==> src/rtl/sync_up_counter.sv <==
// Synchronous up counter with programmable terminal count, parallel load,
// synchronous clear, a cascade terminal-count output, a one-cycle wrap pulse
// and a sticky overflow flag.
module sync_up_counter #(
    parameter int WIDTH   = 4,
    parameter int MAX_VAL = 2**WIDTH-1
) (
    input  logic             clk,
    input  logic             rst,
    input  logic             en,
    input  logic             clr,
    input  logic             load,
    input  logic [WIDTH-1:0] din,
    output logic [WIDTH-1:0] out,
    output logic             tc,
    output logic             carry,
    output logic             ovf
);

    localparam logic [WIDTH-1:0] MAX = WIDTH'(MAX_VAL);

    logic [WIDTH-1:0] out_q, out_d;
    logic             carry_q, carry_d;
    logic             ovf_q, ovf_d;
    logic             at_top;

    // >= rather than == so an out-of-range count still wraps cleanly.
    assign at_top = (out_q >= MAX);

    // Next state: clr beats load beats en beats hold.
    always_comb begin
        out_d   = out_q;
        carry_d = 1'b0;
        ovf_d   = ovf_q;
        if (clr) begin
            out_d = '0;
            ovf_d = 1'b0;
        end else if (load) begin
            out_d = (din > MAX) ? MAX : din;
        end else if (en) begin
            if (at_top) begin
                out_d   = '0;
                carry_d = 1'b1;
                ovf_d   = 1'b1;
            end else begin
                out_d = out_q + WIDTH'(1);
            end
        end
    end

    // State registers, cleared asynchronously.
    always_ff @(posedge clk or negedge rst) begin
        if (!rst) begin
            out_q   <= '0;
            carry_q <= 1'b0;
            ovf_q   <= 1'b0;
        end else begin
            out_q   <= out_d;
            carry_q <= carry_d;
            ovf_q   <= ovf_d;
        end
    end

    // tc is unregistered so a downstream stage's enable lines up with this
    // stage's wrap edge.
    assign tc    = en && (out_q == MAX);
    assign out   = out_q;
    assign carry = carry_q;
    assign ovf   = ovf_q;

endmodule

==> config.mk <==
export PLATFORM = sky130hd
export DESIGN_NAME = sync_up_counter
export DESIGN_NICKNAME = d
export VERILOG_FILES = /design/src/rtl/sync_up_counter.sv
export SDC_FILE = /design/constraint.sdc
export NUM_CORES = 1
export LEC_CHECK = 0
export CORE_AREA = 2 2 39 41
export DETAILED_ROUTE_END_ITERATION = 10
export DIE_AREA = 0 0 41 43
export HOLD_SLACK_MARGIN = 0.06
export PLACE_DENSITY = 0.6
export SYNTH_ARGS = -nofsm -noshare
export SYNTH_HDL_FRONTEND = slang
export SYNTH_SLANG_ARGS = --single-unit
==> constraint.sdc <==
create_clock -name clk -period 1.5 [get_ports clk]
set_clock_uncertainty 0.2 [all_clocks]
set_input_delay 0.3 -clock clk [delete_from_list [all_inputs] [get_ports clk]]
set_output_delay 0.3 -clock clk [all_outputs]
set_load 0.05 [all_outputs]
==> out/qor.txt, run 1 <==
Status: finished, violations left
TritonCTS sink count: 6
Crit end category: output port
Top logic family: AND-OR/OR-AND gates
# port buffers: 15
Post-Syn Instances: 33
Final Hold Viols: 0
H-tree depth: 1
Floorplan Utilization: 0.237
Met1 usage: 0.146
Final setup viols: 2
Worst Max-Slew Pin Slew: 0.292 ns
Setup_tns: -0.268 ns
Cycle use final: 1.11
CTS tree: yes
Comb area: 171 µm²
Largest register FFs: 4
Max-slew violations: 0
Syn nets: 43
Crit path launch: out[0]$_DFFE_PN0P_
DPL Wire Length: 618 µm
Die area: 1760 µm²
Cts hold-fix bufs: 0
Failing checks: setup timing
Post-route ant nets: 0
Bufs on Longest Clock Path: 2
DRC Markers: 0
Reg-to-Reg End: out[0]$_DFFE_PN0P_
Vias per inst: 4.63
Initial DRC count: 2
Startpoint Class: flop
Synth flops: 6
Cell Count, Final, Fillers Out: 75
CP Buf/Inv Count: 2
Final Net Count: 70
Pre-CTS WS: -0.297 ns
Initial antenna violation count: 0
Crit Path Class: reg2out
Slew HR: 0.804
Top-count cell post-synth: dfrtp_1
Yosys cell types: 21
Largest net degree at the start of global routing: 10
TritonCTS buffer count: 3
Yosys warns: 0
Number of enable flip-flop cells: 0
Worst r2r src: out[0]$_DFFE_PN0P_
Root Buffer: clkbuf_4
Pwr dens: 739 nW/µm²
Max-cap violation count: 0
Fmax: 601 MHz
Register-to-Register Setup Slack: 0.01 ns
Top cell area share: 0.458
Ys cells: 33
Busiest grt layer: met2
GRT met3 Usage: 0.0576
Leakage power: 0.000302 µW
Remaining Overflow, GRT: 0
Pre-antenna DRT Iters: 3
Routability cong.: 0.760
Mux area share: 0.0649
Crit path cell chain: ha_4 -> nand4_1 -> inv_4 -> buf_12
CP top delay family: flip-flops
FF-to-FF path depth: 4
CP max stage cell: dfrtp_2
Chip Area, Yosys: 328 µm²
Crit-path max cell delay: 0.42 ns
Post-synth ARST share: 1.00
Minimum clock period: 1.66 ns
Mapped cell area: 328 µm²
Met2 GRT Util: 0.163
Share of layout cells above drive strength 1: 0.492
PnR worst setup slack: -0.163 ns
Dpl cells: 69
Sequential cell area: 155 µm²
Overall Power: 497 µW
Area growth, synth to finish: 105%
Syn Area/Cell: 9.93 µm²
Cell taking the most area after synthesis: dfrtp_1
Ys flop type: dfrtp_1
Cts repair resizes: 1
Peak VDD IR: 0.000383 V
Adder Share, Synth: 0.0382
Log Warnings: 29
Crit Path Max Fanout: 2
Simple share: 0.107
Top post-synthesis cells by count: 6 x dfrtp_1, 4 x inv_1, 3 x a21oi_1
Post-CTS setup buffer count: 2
Sequential area share after synthesis: 0.458
Ant diodes: 0
Number of I/O pins: 16
CP arrival: 1.16 ns
Vias in the first global route: 330
-- run 1: placed cells by master, fill, tap and decap left out, drive strengths merged --
cell type / synthesis / routed
clkdlybuf4s50: 0 / 7
a221oi: 2 / 2
nor2: 2 / 2
o21ba: 1 / 1
a21oi: 3 / 3
dfrtp: 6 / 6
a31oi: 1 / 1
clkbuf: 1 / 4
buf: 0 / 15
o21ai: 1 / 1
nand4: 1 / 1
and3b: 1 / 1
nand2: 2 / 2
mux2: 1 / 1
a311o: 1 / 1
o21a: 1 / 1
inv: 5 / 5
dlygate4sd2: 0 / 1
mux2i: 1 / 1
nor3: 1 / 1
xnor2: 1 / 1
ha: 1 / 1
-- run 1: layout make-up --
cell class                 instances  area share
tap                               16      0.0297
multi-input combinational         21       0.255
clock buffer                       4      0.0390
timing repair buffer              23       0.414
sequential                         6       0.230
inverter                           5      0.0316
-- run 1: power breakdown --
group	leakage (µW)	switching [µW]	total, µW	internal [µW]
registers	0.0000744	12.2	184	172
logic	0.000212	67.4	149	81.3
clock network	0.0000150	63.6	165	101
total	0.000302	143	497	354
-- run 1: metal layers --
metal  up-vias  share of wire
met5         -              0
met1       163           0.39
met4         0              0
met3         0          0.085
li1        173              -
met2        11           0.52
-- run 1: worst min-delay path by stage --
stage | start | to | slack, ns | depth (start not counted)
global placement | ovf$_DFFE_PN0P_ | ovf$_DFFE_PN0P_ | 0.35 | 1
detailed placement | ovf$_DFFE_PN0P_ | ovf$_DFFE_PN0P_ | 0.36 | 1
floorplan | rst | carry$_DFF_PN0_ | -0.20 | 0
CTS | rst | out[2]$_DFFE_PN0P_ | 0.1 | 1
finish | rst | out[2]$_DFFE_PN0P_ | 0.1 | 1
global route | rst | out[2]$_DFFE_PN0P_ | 0.11 | 1
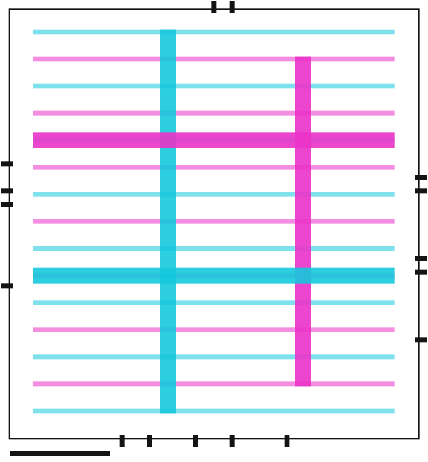
run_1/floorplan.png
Scale bar: 10 µm. Pins as bars on the die edge.
legend:
  magenta:
    net: VDD
  cyan:
    net: VSS
signal pins: 16
rows: 14
met4 straps: 2
met1 rails: 15
core footprint: 1380 µm²
Die Width: 41 µm

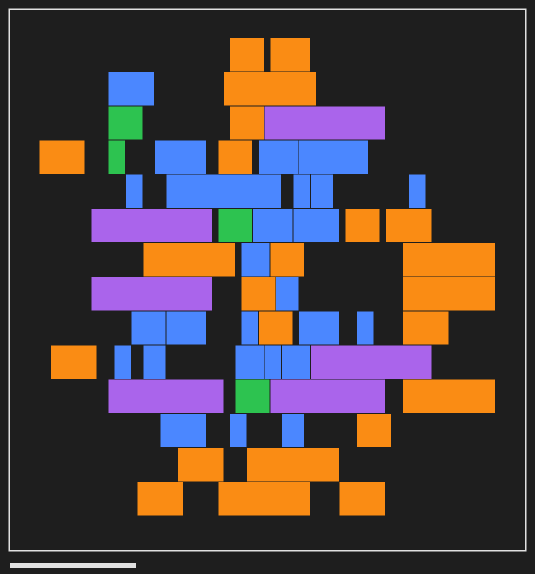
run_1/class_map.png
Scale bar: 10 µm.
legend:
  purple:
    class: sequential cells
    cells: 6
    share_of_their_area: 24%
  green:
    class: clock drivers and dummy loads
    cells: 4
    share_of_their_area: 4.0%
  blue:
    class: remaining logic cells
    cells: 26
    share_of_their_area: 30%
  orange:
    class: remaining buffers and delay cells
    cells: 23
    share_of_their_area: 43%
final core utilization: 0.486
post-route cell area: 673 µm²
row cnt: 14
Seq/total area: 0.230

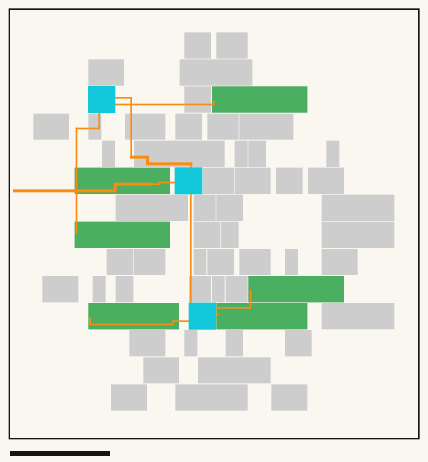
run_1/clock_wires.png
Scale bar: 10 µm.
legend:
  cyan:
    item: clock-net drivers
    count: 3
  green:
    item: flip-flops
    count: 6
  orange:
    item: clock wires
    length: 93.8 µm
routed clock nets: 4
clk latency late pin: 0.25 ns
Clk pwr share: 0.331
Clock Power: 165 µW

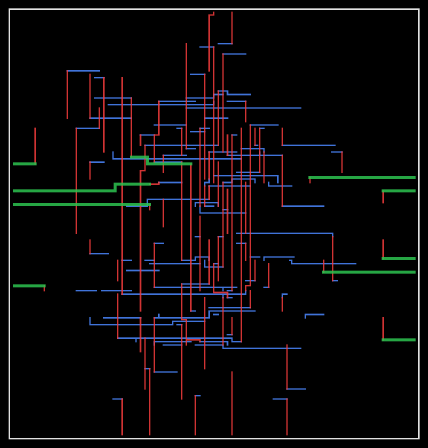
run_1/layers.png
legend:
  green:
    layer: M3
    wire_length: 68.4 µm
  red:
    layer: M2
    wire_length: 418 µm
  blue:
    layer: M1
    wire_length: 313 µm
Avg WL per Cell: 10.7 µm
Vias: 347
Tot GR Track Use: 0.118
WL final: 799 µm

run_1/congestion_map.png
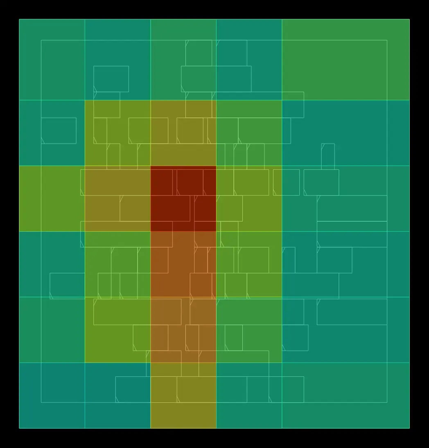

## Run 2: what changed since run 1
--- a/config.mk
+++ b/config.mk
@@ -9,6 +9,7 @@
 export DETAILED_ROUTE_END_ITERATION = 10
 export DIE_AREA = 0 0 41 43
 export HOLD_SLACK_MARGIN = 0.06
+export MAX_ROUTING_LAYER = met4
 export PLACE_DENSITY = 0.6
 export SYNTH_ARGS = -nofsm -noshare
 export SYNTH_HDL_FRONTEND = slang
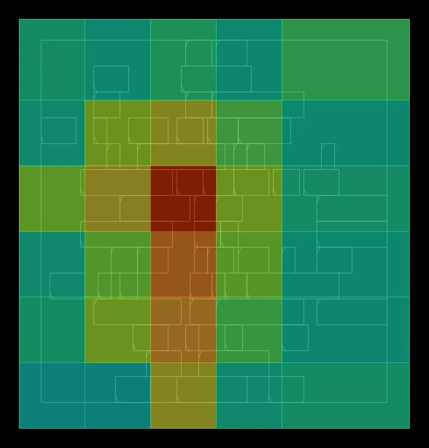
run_2/congestion_map.png
GRT met3 Usage: 0.0471
Avg WL per Cell: 10.6 µm
met2 GRT Util: 0.163
Tot GR Track Use: 0.121

==> run 2 against run 1 <==
Effect of this change: the flow still finishes with violations (setup timing); final cell count stayed put; register-to-register slack hardly changed; routed wire length is 0.13% lower; count of clock-buffer cells in the layout stayed put; power hardly changed; worst setup slack hardly changed; critical path depth stayed put; design area stayed put; sequential share of layout area stayed put; largest cell class unchanged.
==> out/qor.txt, run 2 <==
Floorplan Utilization: 0.237 (unchanged)
Share of layout cells above drive strength 1: 0.492 (unchanged)
Dpl cells: 69 (unchanged)
Top logic family: AND-OR/OR-AND gates
Post-Syn Instances: 33 (unchanged)
Clk pwr share: 0.331 (about the same)
Synth flops: 6 (unchanged)
Final core utilization: 0.486 (unchanged)
Met2 wire len: 418 µm (unchanged)
Crit path cell chain: ha_4 -> nand4_1 -> inv_4 -> buf_12
Cell Count, Final, Fillers Out: 75 (unchanged)
Core footprint: 1380 µm² (unchanged)
Adder Share, Synth: 0.0382 (unchanged)
CP max stage cell: dfrtp_2
Dominant logic cell type in the layout: buf_4
Met3 wire len: 55 µm (-19%)
Yosys cell types: 21 (unchanged)
Cycle use final: 1.11 (about the same)
Max-slew violations: 0 (unchanged)
M1 wire length: 324 µm (+3.5%)
Most frequent cells in the layout: 8 x buf_4, 7 x clkdlybuf4s50_1, 7 x buf_12, 4 x dfrtp_2
CTS tree: yes
TritonCTS sink count: 6 (unchanged)
DR top layer: met3
Peak VDD IR: 0.000383 V (about the same)
Top cell area share: 0.458 (unchanged)
Ant diodes: 0 (unchanged)
Failing checks: setup timing
Chip Area, Yosys: 328 µm² (unchanged)
Number of I/O pins: 16 (unchanged)
Post-route ant nets: 0 (unchanged)
Root Buffer: clkbuf_4
WL final: 798 µm (-0.13%)
Worst r2r src: out[0]$_DFFE_PN0P_
PnR worst setup slack: -0.163 ns (+0.0000210 ns)
Syn Area/Cell: 9.93 µm² (unchanged)
Status: finished, violations left
Startpoint Class: flop
Fmax: 601 MHz (about the same)
Crit Path Class: reg2out
Top-count cell post-synth: dfrtp_1
Final setup viols: 2 (unchanged)
First-pass GRT wire length: 1350 µm
Gate power share: 0.299 (about the same)
Sequential area share after synthesis: 0.458 (unchanged)
Cts hold-fix bufs: 0 (unchanged)
DPL Wire Length: 618 µm (unchanged)
Slew HR: 0.805 (about the same)
Register-to-Register Setup Slack: 0.01 ns (about the same)
DRC Markers: 0 (unchanged)
Cell taking the most area after synthesis: dfrtp_1
Initial DRC count: 2 (unchanged)
Setup_tns: -0.268 ns (+0.0000410 ns)
Largest net degree at the start of global routing: 10 (unchanged)
Syn nets: 43 (unchanged)
# port buffers: 15 (unchanged)
TritonCTS buffer count: 3 (unchanged)
Cts repair resizes: 1 (unchanged)
Log Warnings: 29 (unchanged)
Largest register FFs: 4 (unchanged)
Mux area share: 0.0649 (unchanged)
Sw Ratio: 0.288 (about the same)
Max-cap violation count: 0 (unchanged)
Worst Max-Slew Pin Slew: 0.292 ns (-0.000262 ns)
Pwr dens: 739 nW/µm² (about the same)
Total internal power: 354 µW (about the same)
Mapped cell area: 328 µm² (unchanged)
Post-route cell area: 673 µm² (unchanged)
Remaining Overflow, GRT: 0 (unchanged)
Yosys warns: 0 (unchanged)
Reg-to-Reg End: out[0]$_DFFE_PN0P_
Crit end category: output port
Die area: 1760 µm² (unchanged)
Row cnt: 14 (unchanged)
Die Width: 41 µm (unchanged)
Overall Power: 497 µW (about the same)
CP arrival: 1.16 ns (about the same)
Post-CTS setup buffer count: 2 (unchanged)
H-tree depth: 1 (unchanged)
Pre-antenna DRT Iters: 3 (unchanged)
Simple share: 0.107 (unchanged)
Leakage power: 0.000302 µW (unchanged)
Initial antenna violation count: 0 (unchanged)
Routability cong.: 0.770 (+1.3%)
Ys cells: 33 (unchanged)
Area growth, synth to finish: 105% (unchanged)
Bufs on Longest Clock Path: 2 (unchanged)
Final Hold Viols: 0 (unchanged)
Vias in the first global route: 330 (unchanged)
Crit Path Max Fanout: 2 (unchanged)
Number of enable flip-flop cells: 0 (unchanged)
Crit-path max cell delay: 0.42 ns (about the same)
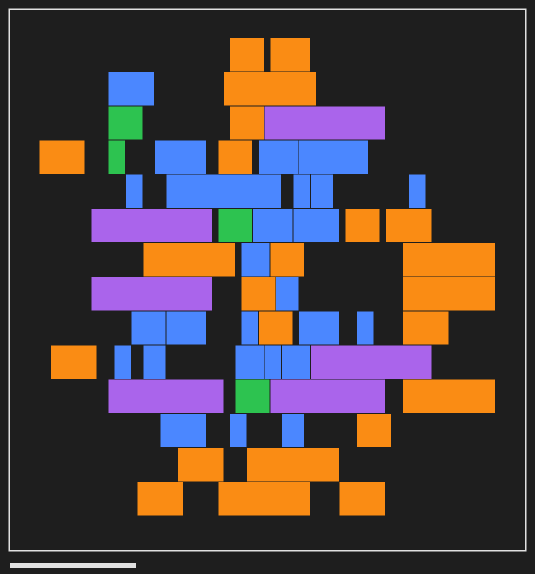
run_2/class_map.png
Scale bar: 10 µm.
legend:
  green:
    class: clock drivers and dummy loads
    cells: 4
    share_of_their_area: 4.0%
  orange:
    class: remaining buffers and delay cells
    cells: 23
    share_of_their_area: 43%
  purple:
    class: sequential cells
    cells: 6
    share_of_their_area: 24%
  blue:
    class: remaining logic cells
    cells: 26
    share_of_their_area: 30%

[run 2: area by class of cell]
cell class                 count  area, µm²  area share
clock buffer                   4       26.3      0.0390
sequential                     6        155       0.230
inverter                       5       21.3      0.0316
multi-input combinational     21        171       0.255
timing repair buffer          23        279       0.414
tap                           16       20.0      0.0297
[run 2: cell families after synthesis]
group,count (synthesis)
AOI/OAI and AO/OA,10
muxes,2
xor gates and xnor gates,1
buffers and inverters,6
adders and majority gates,1
and+or+nand+nor,7
DFF,6
[run 2: power groups by stage]
stage / Combinational [µW] / Clock [µW] / Sequential, µW
2_1_floorplan: 32.7 / 0 / 214
3_3_place_gp: 143 / 0 / 187
3_5_place_dp: 144 / 0 / 187
4_1_cts: 146 / 172 / 185
5_1_grt: 161 / 185 / 185
6_report: 149 / 165 / 184
[run 2: how the worst max path moves through the flow]
stage                     cells past startpoint                 end                from  slack (ns)
after global placement                        5  out[1]$_DFFE_PN0P_                  en       -0.29
final                                         4                  tc  out[0]$_DFFE_PN0P_       -0.16
after detailed placement                      5  out[1]$_DFFE_PN0P_                  en       -0.30
after CTS                                     4                  tc  out[0]$_DFFE_PN0P_       -0.20
after global routing                          4                  tc  out[0]$_DFFE_PN0P_       -0.23
after floorplan                               3                  tc  out[0]$_DFFE_PN0P_       -0.09
[run 2: per-layer routing]
metal,up-vias,global-route usage
met5,-,-
li1,173,-
met3,0,0.0471
met2,11,0.163
met1,163,0.153
met4,0,0.0600
[run 2: critical path, delay by kind of cell (launching register included)]
kind | cells | cell delay [ns]
flip-flops | 1 | 0.42
adder cells (fa/ha/maj) | 1 | 0.16
AND/OR/NAND/NOR | 1 | 0.14
buffers and inverters | 2 | 0.19
## Run 3: what changed since run 2
--- a/config.mk
+++ b/config.mk
@@ -8,6 +8,7 @@
 export CORE_AREA = 2 2 39 41
 export DETAILED_ROUTE_END_ITERATION = 10
 export DIE_AREA = 0 0 41 43
+export GPL_ROUTABILITY_DRIVEN = 0
 export HOLD_SLACK_MARGIN = 0.06
 export MAX_ROUTING_LAYER = met4
 export PLACE_DENSITY = 0.6
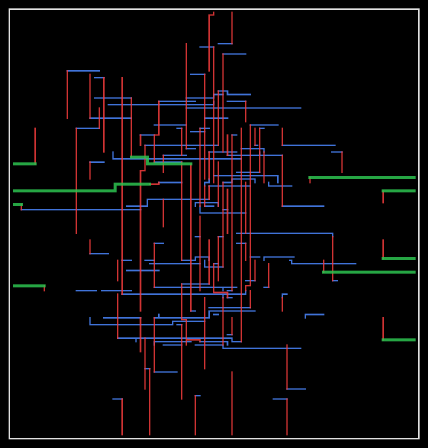
run_3/layers.png
legend:
  blue:
    layer: M1
    wire_length: 325 µm
  red:
    layer: M2
    wire_length: 418 µm
  green:
    layer: M3
    wire_length: 55.5 µm
WL final: 798 µm

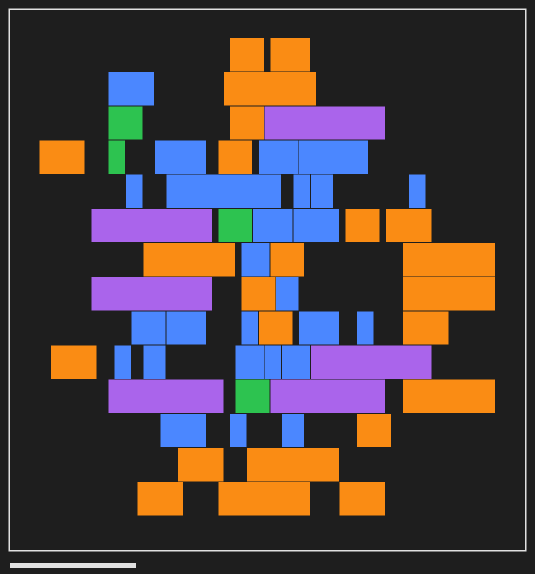
run_3/class_map.png
Scale bar: 10 µm.

==> run 3 against run 2 <==
Effect of this change: power is the same; the run still ends with setup timing left; critical endpoint unchanged; highest routed layer unchanged; sequential share of layout area is the same; non-clock buffer count unchanged; sequential power is essentially flat; maximum frequency unchanged; register-to-register slack hardly changed; critical path type unchanged.
==> out/qor.txt, run 3 <==
Most frequent cells in the layout: 8 x buf_4, 7 x clkdlybuf4s50_1, 7 x buf_12, 4 x dfrtp_2
# port buffers: 15 (unchanged)
PnR worst setup slack: -0.163 ns (unchanged)
Mapped cell area: 328 µm² (unchanged)
Placed instance area: 629 µm²
Multi-In Gates: 21 (unchanged)
Post-route cell area: 673 µm² (unchanged)
Clk latency late pin: 0.25 ns
Flop Count: 6 (unchanged)
Syn nets: 43 (unchanged)
Avg WL per Cell: 10.6 µm (unchanged)
Share of layout cells above drive strength 1: 0.492 (unchanged)
M1 wire length: 324 µm (unchanged)
Initial DRC count: 2 (unchanged)
Max-area cell class: non-clock buffers
Peak VDD IR: 0.000383 V (unchanged)
Crit path required time: 1.00 ns
Combinational share of cell area: 0.255 (unchanged)
Crit path cell chain: ha_4 -> nand4_1 -> inv_4 -> buf_12
DRC Markers: 0 (unchanged)
Met3 wire len: 55 µm (unchanged)
Top cell area share: 0.458 (unchanged)
TritonCTS sink count: 6 (unchanged)
Syn Area/Cell: 9.93 µm² (unchanged)
Tot GR Track Use: 0.121 (unchanged)
Status: finished, violations left
CP arrival: 1.16 ns (about the same)
Post-route ant nets: 0 (unchanged)
Tap cells: 16 (unchanged)
Seq/total area: 0.230 (unchanged)
Ant diodes: 0 (unchanged)
Vias: 347
Synth flops: 6 (unchanged)
Worst hold slack: 0.0995 ns
Mux area share: 0.0649 (unchanged)
Crit Path Max Fanout: 2 (unchanged)
Cell taking the most area after synthesis: dfrtp_1
Fmax: 601 MHz (unchanged)
Top post-synthesis cells by area: dfrtp_1 46%, a21oi_1 4.6%, a221oi_2 4.6%
Crit end category: output port
DIE HEIGHT: 43 µm
H-tree depth: 1 (unchanged)
Post-Syn Instances: 33 (unchanged)
Chip Area, Yosys: 328 µm² (unchanged)
Log Warnings: 29 (unchanged)
Vias per inst: 4.63
Pwr dens: 739 nW/µm² (unchanged)
Cycle use final: 1.11 (unchanged)
Worst Max-Slew Pin Slew: 0.292 ns (unchanged)
Reg clk slew, reported paths: 0.05 ns
Leakage power: 0.000302 µW (unchanged)
Die area: 1760 µm² (unchanged)
Area growth, synth to finish: 105% (unchanged)
Row cnt: 14 (unchanged)
Max-slew violations: 0 (unchanged)
Top logic family: AND-OR/OR-AND gates
Number of I/O pins: 16 (unchanged)
Final core utilization: 0.486 (unchanged)
CTS tree: yes
Yosys cell types: 21 (unchanged)
Post-synth ARST share: 1.00
Die Width: 41 µm (unchanged)
Crit Path Class: reg2out
Core footprint: 1380 µm² (unchanged)
Crit-path max cell delay: 0.42 ns (about the same)
Sequential cell area: 155 µm² (unchanged)
Top-count cell post-synth: dfrtp_1
Bufs on Longest Clock Path: 2 (unchanged)
Failing checks: setup timing
Largest net degree at the start of global routing: 10 (unchanged)
CP max stage cell: dfrtp_2
DR top layer: met3
Non-CTS buffers: 23 (unchanged)
Number of enable flip-flop cells: 0 (unchanged)
Minimum clock period: 1.66 ns
CLK BUF: 4 (unchanged)
Adder Share, Synth: 0.0382 (unchanged)
Max-cap violation count: 0 (unchanged)
Floorplan Utilization: 0.237 (unchanged)
Initial antenna violation count: 0 (unchanged)
Pre-antenna DRT Iters: 3 (unchanged)
Comb area: 171 µm² (unchanged)
Top post-synthesis cells by count: 6 x dfrtp_1, 4 x inv_1, 3 x a21oi_1
Inverters: 5 (unchanged)
Fillers: 130
Worst hold path class: in2async
Final Hold Viols: 0 (unchanged)
Xor/xnor share: 0.0267
Met2 wire len: 418 µm (unchanged)
RSZ-0062 raised after global routing: yes
Final Net Count: 70
DPL Wire Length: 618 µm (unchanged)
Dominant logic cell type in the layout: buf_4
Non-clock buffers, area share: 0.414 (unchanged)
Largest register FFs: 4 (unchanged)
Remaining Overflow, GRT: 0 (unchanged)
Dpl cells: 69 (unchanged)
Root Buffer: clkbuf_4
Aoi share: 0.237
ClkCell Share: 0.0390 (unchanged)
TritonCTS buffer count: 3 (unchanged)
Ys cells: 33 (unchanged)
Cts hold-fix bufs: 0 (unchanged)
Ys flop type: dfrtp_1
First-pass GRT wire length: 1350 µm (unchanged)
Yosys warns: 0 (unchanged)
Cell Count, Final, Fillers Out: 75 (unchanged)
Sequential area share after synthesis: 0.458 (unchanged)
Startpoint Class: flop
Overall Power: 497 µW (unchanged)
Slew HR: 0.805 (unchanged)
Vias in the first global route: 330 (unchanged)
Final setup viols: 2 (unchanged)
Simple share: 0.107 (unchanged)
==> run 3: cell counts in the layout (fill, tap and decap cells not counted) <==
Identical to the previous run, type by type.
==> run 3: critical path, delay by kind of cell, from the launching register on <==
family	cells	cell delay (ns)
buffers and inverters	2	0.19
adder cells (fa/ha/maj)	1	0.16
AND/OR/NAND/NOR	1	0.14
flip-flops	1	0.42
==> run 3: per-stage QoR <==
stage / TNS [ns] / worst slack [ns]
CTS: -0.213 / -0.200
finish: -0.268 / -0.163
floorplan: -0.102 / -0.0864
global placement: -1.40 / -0.287
global route: -0.399 / -0.225
detailed placement: -1.44 / -0.297
==> run 3: final timing paths <==
| path | slack, ns | to | startpoint | cells past startpoint |
|---|---|---|---|---|
| max in group asynchronous | 0.75 | out[3]$_DFFE_PN0P_ | rst | 1 |
| min in group clk | 0.37 | ovf$_DFFE_PN0P_ | ovf$_DFFE_PN0P_ | 1 |
| setup reg to reg | 0.01 | out[0]$_DFFE_PN0P_ | out[0]$_DFFE_PN0P_ | 4 |
| hold reg to reg | 0.37 | ovf$_DFFE_PN0P_ | ovf$_DFFE_PN0P_ | 1 |
| hold / removal | 0.1 | out[2]$_DFFE_PN0P_ | rst | 1 |
| setup / recovery | -0.16 | tc | out[0]$_DFFE_PN0P_ | 4 |
==> run 3: repair_timing <==
item | 4_1_cts | 5_1_grt
pin swaps | 2 | 2
setup buffers | 2 | 1
setup endpoints to repair | 2 | 5
gates resized | 1 | 2
==> run 3: power by group <==
part	internal, µW	total [µW]	switching (µW)
Sequential	172	184	12.2
Combinational	81.3	149	67.4
Clock	101	165	63.6
==> run 3: metal layers <==
| metal | track usage | vias up |
|---|---|---|
| li1 | - | 173 |
| met1 | 0.153 | 163 |
| met2 | 0.163 | 11 |
| met3 | 0.0471 | 0 |
| met4 | 0.0600 | 0 |
| met5 | - | - |
Power is estimated from default activity; no workload was simulated.
